**src/rtl/mips_mem_arbiter.sv**
```systemverilog
// Arbiter sharing one single-ported, fixed-latency memory between the MIPS
// fetch (instruction) port and the memory-stage (data) port. Data has priority,
// except that a long run of data grants with a fetch pending forces a fetch.
// Every output is a register.

module mips_mem_arbiter #(
  parameter int unsigned ADDR_W     = 32,
  parameter int unsigned DATA_W     = 32,
  parameter int unsigned MEM_LAT    = 2,
  parameter int unsigned STARVE_MAX = 4
) (
  input  logic              clk,
  input  logic              reset,
  // Instruction (fetch) port
  input  logic              i_req,
  input  logic [ADDR_W-1:0] i_addr,
  output logic [DATA_W-1:0] i_rdata,
  output logic              i_ready,
  // Data (memory stage) port
  input  logic              d_req,
  input  logic              d_we,
  input  logic [ADDR_W-1:0] d_addr,
  input  logic [DATA_W-1:0] d_wdata,
  output logic [DATA_W-1:0] d_rdata,
  output logic              d_ready,
  // Memory side
  output logic              mem_en,
  output logic              mem_we,
  output logic [ADDR_W-1:0] mem_addr,
  output logic [DATA_W-1:0] mem_wdata,
  input  logic [DATA_W-1:0] mem_rdata
);

  localparam int unsigned CntW    = (MEM_LAT > 1) ? $clog2(MEM_LAT) : 1;
  localparam int unsigned StarveW = (STARVE_MAX > 0) ? $clog2(STARVE_MAX + 1) : 1;

  typedef enum logic [1:0] {StIdle, StIssue, StWait, StResp} state_e;

  state_e              state_q, state_d;
  logic                gnt_data_q, gnt_data_d;  // 1: current access belongs to data port
  logic                we_q, we_d;
  logic [ADDR_W-1:0]   addr_q, addr_d;
  logic [DATA_W-1:0]   wdata_q, wdata_d;
  logic [CntW-1:0]     wait_q, wait_d;
  logic [StarveW-1:0]  starve_q, starve_d;

  logic                cand_i, cand_d, force_i, pick_d, arb_en;

  logic                issue_n, capture;
  logic                mem_en_d, mem_we_d, i_ready_d, d_ready_d;
  logic [ADDR_W-1:0]   mem_addr_d;
  logic [DATA_W-1:0]   mem_wdata_d, i_rdata_d, d_rdata_d;

  // Arbitration: in RESP the port being answered is still holding its req, so it is masked.
  always_comb begin
    cand_i  = i_req && !(state_q == StResp && !gnt_data_q);
    cand_d  = d_req && !(state_q == StResp && gnt_data_q);
    force_i = (starve_q == StarveW'(STARVE_MAX)) && cand_i;
    pick_d  = cand_d && !force_i;
    arb_en  = (state_q == StIdle || state_q == StResp) && (cand_i || cand_d);
  end

  // Next-state logic: FSM, transaction latch, wait counter and starvation counter.
  always_comb begin
    state_d    = state_q;
    gnt_data_d = gnt_data_q;
    we_d       = we_q;
    addr_d     = addr_q;
    wdata_d    = wdata_q;
    wait_d     = wait_q;
    starve_d   = starve_q;

    if (arb_en) begin
      gnt_data_d = pick_d;
      we_d       = pick_d && d_we;
      addr_d     = pick_d ? d_addr : i_addr;
      wdata_d    = pick_d ? d_wdata : '0;
      if (pick_d && i_req) begin
        // Fetch waiting behind a data grant: count towards forcing it.
        if (starve_q != StarveW'(STARVE_MAX)) begin
          starve_d = starve_q + 1'b1;
        end
      end else begin
        starve_d = '0;
      end
    end

    unique case (state_q)
      StIdle: begin
        if (arb_en) state_d = StIssue;
      end
      StIssue: begin
        state_d = StWait;
        wait_d  = CntW'(MEM_LAT - 1);
      end
      StWait: begin
        if (wait_q == '0) begin
          state_d = StResp;
        end else begin
          wait_d = wait_q - 1'b1;
        end
      end
      StResp: begin
        state_d = arb_en ? StIssue : StIdle;
      end
    endcase
  end

  // Output next values, derived from the next state so the registered outputs line up.
  always_comb begin
    issue_n     = (state_d == StIssue);
    mem_en_d    = issue_n;
    mem_we_d    = issue_n && we_d;
    mem_addr_d  = issue_n ? addr_d : '0;
    mem_wdata_d = issue_n ? wdata_d : '0;
    i_ready_d   = (state_d == StResp) && !gnt_data_d;
    d_ready_d   = (state_d == StResp) && gnt_data_d;

    // Read data is valid in the last WAIT cycle; stores never touch rdata.
    capture   = (state_q == StWait) && (wait_q == '0) && !we_q;
    i_rdata_d = i_rdata;
    d_rdata_d = d_rdata;
    if (capture && !gnt_data_q) i_rdata_d = mem_rdata;
    if (capture && gnt_data_q)  d_rdata_d = mem_rdata;
  end

  // State and transaction registers.
  always_ff @(posedge clk) begin
    if (reset) begin
      state_q    <= StIdle;
      gnt_data_q <= 1'b0;
      we_q       <= 1'b0;
      addr_q     <= '0;
      wdata_q    <= '0;
      wait_q     <= '0;
      starve_q   <= '0;
    end else begin
      state_q    <= state_d;
      gnt_data_q <= gnt_data_d;
      we_q       <= we_d;
      addr_q     <= addr_d;
      wdata_q    <= wdata_d;
      wait_q     <= wait_d;
      starve_q   <= starve_d;
    end
  end

  // Output registers.
  always_ff @(posedge clk) begin
    if (reset) begin
      mem_en    <= 1'b0;
      mem_we    <= 1'b0;
      mem_addr  <= '0;
      mem_wdata <= '0;
      i_ready   <= 1'b0;
      d_ready   <= 1'b0;
      i_rdata   <= '0;
      d_rdata   <= '0;
    end else begin
      mem_en    <= mem_en_d;
      mem_we    <= mem_we_d;
      mem_addr  <= mem_addr_d;
      mem_wdata <= mem_wdata_d;
      i_ready   <= i_ready_d;
      d_ready   <= d_ready_d;
      i_rdata   <= i_rdata_d;
      d_rdata   <= d_rdata_d;
    end
  end

endmodule

```
**config.mk**
```make
export PLATFORM = sky130hd
export DESIGN_NAME = mips_mem_arbiter
export DESIGN_NICKNAME = d
export VERILOG_FILES = /design/src/rtl/mips_mem_arbiter.sv
export SDC_FILE = /design/constraint.sdc
export NUM_CORES = 1
export LEC_CHECK = 0
export ABC_CLOCK_PERIOD_IN_PS = 4200
export CAP_MARGIN = 20
export CORE_ASPECT_RATIO = 1.5
export CORE_MARGIN = 2
export CORE_UTILIZATION = 48
export DETAILED_ROUTE_END_ITERATION = 7
export HOLD_SLACK_MARGIN = 0.03
export PLACE_DENSITY_LB_ADDON = 0.12
export SLEW_MARGIN = 20
export SYNTH_ARGS = -nofsm -noshare
export SYNTH_HDL_FRONTEND = slang
export SYNTH_SLANG_ARGS = --single-unit
export TNS_END_PERCENT = 20
```
**constraint.sdc**
```tcl
create_clock -name clk -period 4.2 [get_ports clk]
set_clock_uncertainty 0.2 [all_clocks]
set_input_delay 0.42 -clock clk [delete_from_list [all_inputs] [get_ports clk]]
set_output_delay 0.42 -clock clk [all_outputs]
set_load 0.02 [all_outputs]
```
Fig. 1: run 1, placement view
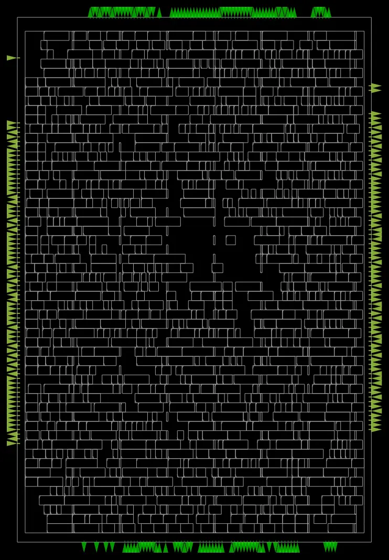
number of fill cells: 1190
Final Util: 0.715

Fig. 2: run 1, I/O nets highlighted
Bar = 20 um.
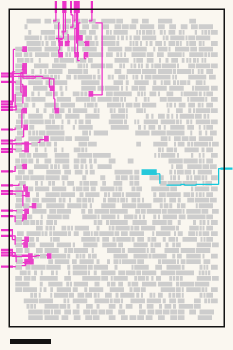
Key: `d_addr` = magenta [bits 32, direction input, end cells 32, buffers 32, wire 475 um]; `mem_we` = cyan [bits 1, direction output, end cells 1, buffers 1, wire 42.6 um]
number of placed I/O pins: 265
count of port buffers added during placement: 264

Fig. 3: run 1, local utilization
Bar = 20 um. The die is cut into 10 by 15 equal tiles; white is low, dark blue is high, 0 to 100% covered.
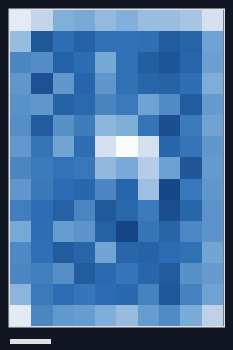
The mean over all tiles is 64%. 32% of the tiles are over 75% full. The fullest tile reaches 92%. The emptiest ninth of the die: middle.

[run 1: final timing paths]
| path | startpoint | depth (start not counted) | to |
|---|---|---|---|
| hold reg to reg | d_rdata[16] | 2 | d_rdata[16] |
| hold / removal | reset | 2 | state_q[0] |
| setup / recovery | gnt_data_q | 5 | mem_wdata[21] |
| setup reg to reg | gnt_data_q | 5 | mem_wdata[21] |
[run 1: cell type report]
type	instances	area [sq um]
fill	1190	4150
clock inverter	2	13.8
tap	196	245
inverter	5	18.8
clock buffer	30	577
multi-input combinational	535	2770
sequential	204	4080
timing repair buffer	277	2740
==> results.toml, run 1 <==
# implementation run metrics
[final_timing]
setup-violations-final = 0
relSlewSlack = 0.540
tightestPinTransition_ns = 0.690
hold_slack_ns = 0.232
final.min_clock_period_ns = 2.80

[logic_synthesis]
synth.yosys.chip_area_sq_um = 7170
syn-num-nets = 952
yosys.area_share.adder = 0.00873
synth_flop_count = 204
synthAoiAreaFrac = 0.154
post_synth_and_or_nand_nor_area_fraction = 0.220

[critical_path]
critPathCaptureType = "flop"
crit_buf_inv = 1
worst-path-max-fanout = 34
worst_ep_required_time_ns = 4.32
worstPathCellList = "mux2i_1 -> a211o_2 -> o22a_1 -> buf_4 -> a211oi_1"
timing.critical_path.max_delay_family = "AND-OR/OR-AND gates"
setup.worst_path.class = "flop to flop"

[detailed_routing]
post_drt_via_cell_ratio = 5.21
detail_route.iter0.violations = 242
met2RoutedLength_um = 10100
detail_route.wl_per_cell_um = 15.5
postRouteWirelength_um = 19400

[floorplanning]
core_box_area_sq_um = 14600
floorplan.rows = 54

[clocking]
clk-insertion-delay-late_ns = 0.47
cts.path.max_buffers = 3
cts_resized = 0
ctsHtreeMaxLevel = 1

[power]
comb_cell_power_mw = 2.54
pwr-share-seq = 0.383
leakagePower_nw = 3.76
power.combinational.fraction = 0.376
pwr-share-clk = 0.241

[grt]
grtUsageMet3 = 0.0521
top_usage_layer = "met2"
initial_antenna_violation_count = 0
grt_max_degree = 66
grt_usage = 0.232

[finish]
layout_top_cells_excl_fill_tap = "sky130_fd_sc_hd__clkdlybuf4s50_1, sky130_fd_sc_hd__dfxtp_1, sky130_fd_sc_hd__nand2_1"
lay_top_count = "sky130_fd_sc_hd__clkdlybuf4s50_1"
drive_gt1_frac = 0.0465
design.final.nets = 1180
num_antenna_cells = 0

[run_status]
outcome = "finished clean"

[worst_hold_path]
hold_path.class = "input pin to flop"
Fig. 4: run 1, PDN straps and rails
Bar = 20 um. Pins as bars on the die edge. Tap cells in gray.
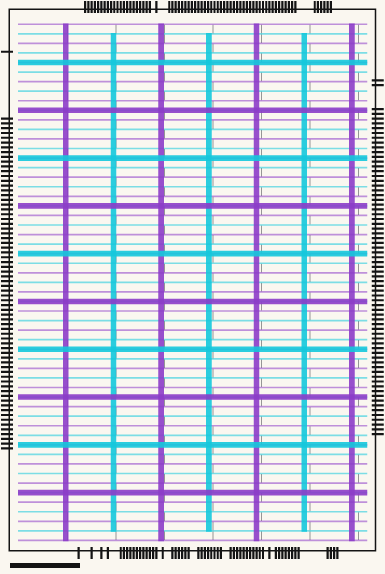

==> run 2, diff against run 1 <==
Settings changed: ABC_CLOCK_PERIOD_IN_PS 4200 to 2900, CORE_UTILIZATION 48 to 44.
Clock period 4.2 ns to 2.9 ns, I/O delays scaled along.
Fig. 5: run 2, PDN straps and rails
Bar = 20 um. Pins as bars on the die edge. Tap cells in gray.
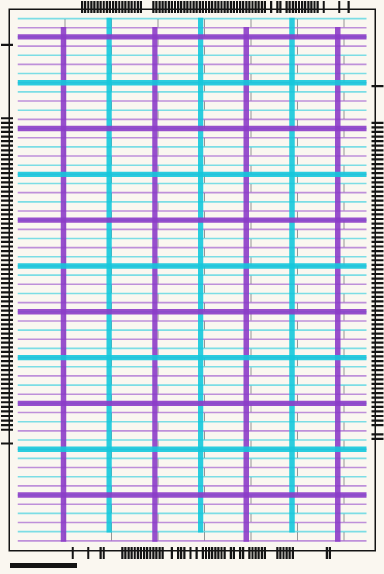
Key: VSS = purple; VDD = cyan
7 straps on met4. 265 signal pins sit on the boundary. 11 straps on met5.
height of the die: 160 um
overall die width: 108 um
highest ir drop seen on vdd: 0.000620 V

==> run 2 against run 1 <==
Compared with the run above:
- largest cell class unchanged
- area after synthesis is the same
- critical endpoint is now mem_wdata[11]
- synthesized cell count is the same
- setup slack lost 1.0 ns
- cell area grew 1.3%
==> results.toml, run 2 <==
# implementation run metrics
[run_status]
outcome = "finished clean"

[critical_path]
worstSetupStartpoint = "state_q[0]"
setup.worst_path.class = "flop to flop"
critical_path_start_type = "flop"
critPathCaptureType = "flop"
worst-path-max-fanout = 35
cp-endpoint = "mem_wdata[11]"
critical_path.reg2reg.endpoint = "mem_wdata[11]"
timing.critical_path.max_delay_family = "buffers and inverters"
crit_buf_inv = 2
worst_ep_required_time_ns = 3.09
cp.depth = 7
worstPathCellList = "ha_1 -> nand4b_1 -> buf_4 -> and2_1 -> buf_4 -> nand3_1 -> a211oi_1"
cp_slowest_stage_delay_ns = 0.39
regToRegStartpoint = "state_q[0]"

[grt]
grt_max_degree = 172
globalRoute.totalOverflow = 0
top_usage_layer = "met2"
grt_usage = 0.217
initial_antenna_violation_count = 0
grtUsageMet3 = 0.0536

[logic_synthesis]
post_synth_and_or_nand_nor_area_fraction = 0.220
syn-num-nets = 952
synth.yosys.chip_area_sq_um = 7170
yosys.area_share.adder = 0.00873

[clocking]
clk-insertion-delay-late_ns = 0.48
cts.path.max_buffers = 3
cts_resized = 0
ctsHtreeMaxLevel = 1

[final_timing]
relSlewSlack = 0.494
post-route-worst-setup-slack_ns = 0.404
hold_slack_ns = 0.184
final.min_clock_period_ns = 2.50
setup-violations-final = 0

[detailed_routing]
detail_route.wl_per_cell_um = 15.3
post_drt_via_cell_ratio = 5.12
postRouteWirelength_um = 19300
met2RoutedLength_um = 9740
route.met3.wl_um = 1440
detail_route.drc_violations = 0

[finish]
drive_gt1_frac = 0.0510
final.fill_count = 1387
lay_top_count = "sky130_fd_sc_hd__clkdlybuf4s50_1"
num_antenna_cells = 0
design.final.nets = 1185
final_util = 0.659
layout_top_cells_excl_fill_tap = "sky130_fd_sc_hd__clkdlybuf4s50_1, sky130_fd_sc_hd__dfxtp_1, sky130_fd_sc_hd__nand2_1"

[worst_hold_path]
hold_path.class = "input pin to flop"
worstHoldPathCells = 3
min_delay_worst_endpoint = "d_rdata[9]"
worst_hold_startpoint = "mem_rdata[9]"

[floorplanning]
core_box_area_sq_um = 16000
floorplan.rows = 57
ioPinCount = 265

[place]
portBuffers = 264
==> run 2: cell counts after synthesis <==
Identical to the previous run, type by type.
==> run 2: layout make-up <==
class | count | area, sq um | area share
inverter | 5 | 18.8 | 0.00178
clock inverter | 4 | 45.0 | 0.00426
multi-input combinational | 535 | 2760 | 0.261
tap | 206 | 258 | 0.0244
timing repair buffer | 281 | 2810 | 0.265
clock buffer | 30 | 599 | 0.0567
sequential | 204 | 4080 | 0.386
==> run 2: power breakdown <==
part	internal [mW]	switching, mW
registers	3.51	0.219
logic	1.52	2.27
clock network	1.51	1.02
==> run 2: kinds of logic (layout without fill, tap and decap cells) <==
group / Yosys count / count (layout)
simple gates: 350 / 350
flops: 204 / 204
compound gates: 179 / 179
buf+inv: 75 / 320
fa+ha+maj: 5 / 5
mux: 1 / 1
Fig. 6: run 2, local utilization
Bar = 20 um. The die is cut into 11 by 16 equal tiles; white is low, dark blue is high, 0 to 100% covered.
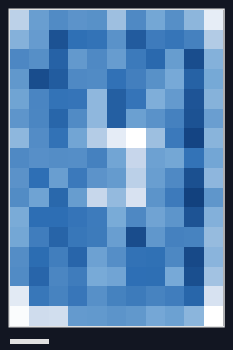

==> run 3, diff against run 2 <==
Settings changed: ABC_CLOCK_PERIOD_IN_PS 2900 to 2550, REMOVE_ABC_BUFFERS set to 1.
Clock period 2.9 ns to 2.55 ns, I/O delays scaled along.
Fig. 7: run 3, local utilization
Bar = 20 um. The die is cut into 11 by 16 equal tiles; white is low, dark blue is high, 0 to 100% covered.
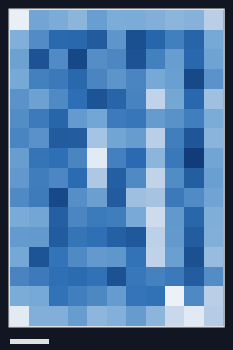
21% of the tiles are over 75% full. The mean over all tiles is 61%. The fullest tile reaches 95%.
FP Core Util: 0.447
Core Box Area: 16000 sq um
Final Util: 0.670

==> run 3 against run 2 <==
Compared with the run above:
- maximum frequency increased by 13%
- synthesized cell count is the same
- highest routed layer unchanged
- setup slack lost 0.067 ns
- cell area increased by 1.7%
- combinational power rose by 21%
- area after synthesis stayed put
==> results.toml, run 3 <==
# implementation run metrics
[grt]
top_usage_layer = "met2"
grt_usage = 0.222
initial_antenna_violation_count = 0
grt_max_degree = 172

[critical_path]
worstPathCellList = "inv_1 -> ha_1 -> buf_4 -> a211oi_4 -> buf_12 -> buf_4 -> nor2_1 -> nor3_1"
critical_path.reg2reg.endpoint = "mem_addr[25]"
worstSetupStartpoint = "state_q[0]"
critPathCaptureType = "flop"
setup.worst_path.class = "flop to flop"
crit_buf_inv = 4
worst_ep_required_time_ns = 2.75

[final_timing]
relSlewSlack = 0.455
post-route-worst-setup-slack_ns = 0.337
setup-violations-final = 0

[worst_hold_path]
hold_path.class = "input pin to flop"
worst_hold_startpoint = "mem_rdata[20]"
worstHoldPathCells = 3

[finish]
inv_count = 5
lay_top_count = "sky130_fd_sc_hd__clkdlybuf4s50_1"
seqAreaFraction = 0.380
largestClassByArea = "registers"
bufAreaShareNonClock = 0.274
layout_top_cells_excl_fill_tap = "sky130_fd_sc_hd__clkdlybuf4s50_1, sky130_fd_sc_hd__dfxtp_1, sky130_fd_sc_hd__nand2_1"
multi_input_combinational_cell_count = 535
design.final.nets = 1194
area_share_clock_buf_inv = 0.0630
num_antenna_cells = 0
nClkBuffers = 27
regArea_sq_um = 4080

[floorplanning]
n_tap_cell = 206
ioPinCount = 265
die-width_um = 108

[power]
powerSeq_mw = 4.24
pwr-share-seq = 0.358
comb_cell_power_mw = 4.59
pwr-share-clk = 0.255
vdd.ir_drop.worst_v = 0.000698
clock_network_power_mw = 3.01
p_sw_mw = 4.12

[clocking]
cts.path.max_buffers = 3
cts_resized = 0

[detailed_routing]
postRouteWirelength_um = 19700
met2RoutedLength_um = 9660
post_drt_via_cell_ratio = 5.18
detail_route.wl_per_cell_um = 15.4
route.met3.wl_um = 1470

[place]
portBuffers = 264

[run_status]
outcome = "finished clean"
==> run 3: cell families (layout without fill, tap and decap cells) <==
family          count (synthesis)  after routing  synth area share
flops                         204            204             0.570
simple gates                  350            350             0.220
fa+ha+maj                       5              5           0.00873
buf+inv                        75            331            0.0463
mux                             1              1           0.00140
compound gates                179            179             0.154
==> run 3: how the worst max path moves through the flow <==
stage               endpoint  slack (ns)  cells past startpoint
3_3_place_gp     mem_addr[5]        0.14                      7
4_1_cts         mem_addr[22]        0.30                      7
3_5_place_dp   mem_wdata[15]        0.06                      7
6_report        mem_addr[25]        0.34                      8
2_1_floorplan   mem_wdata[0]       -1.16                      5
5_1_grt          mem_addr[9]        0.16                      8

==> notes/layouts.md <==
Pictures saved along the way, in no particular order.

Selected gate families.
shot_01.png
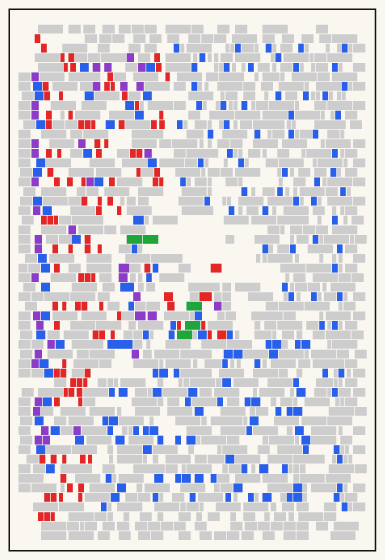
shot_02.png
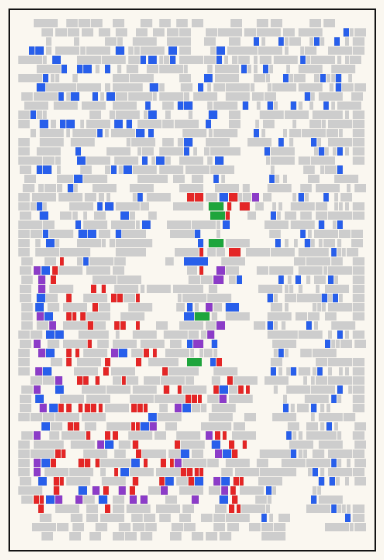
shot_02.png: run 3
shot_01.png: run 1

Power and IR drop assume default switching activity.
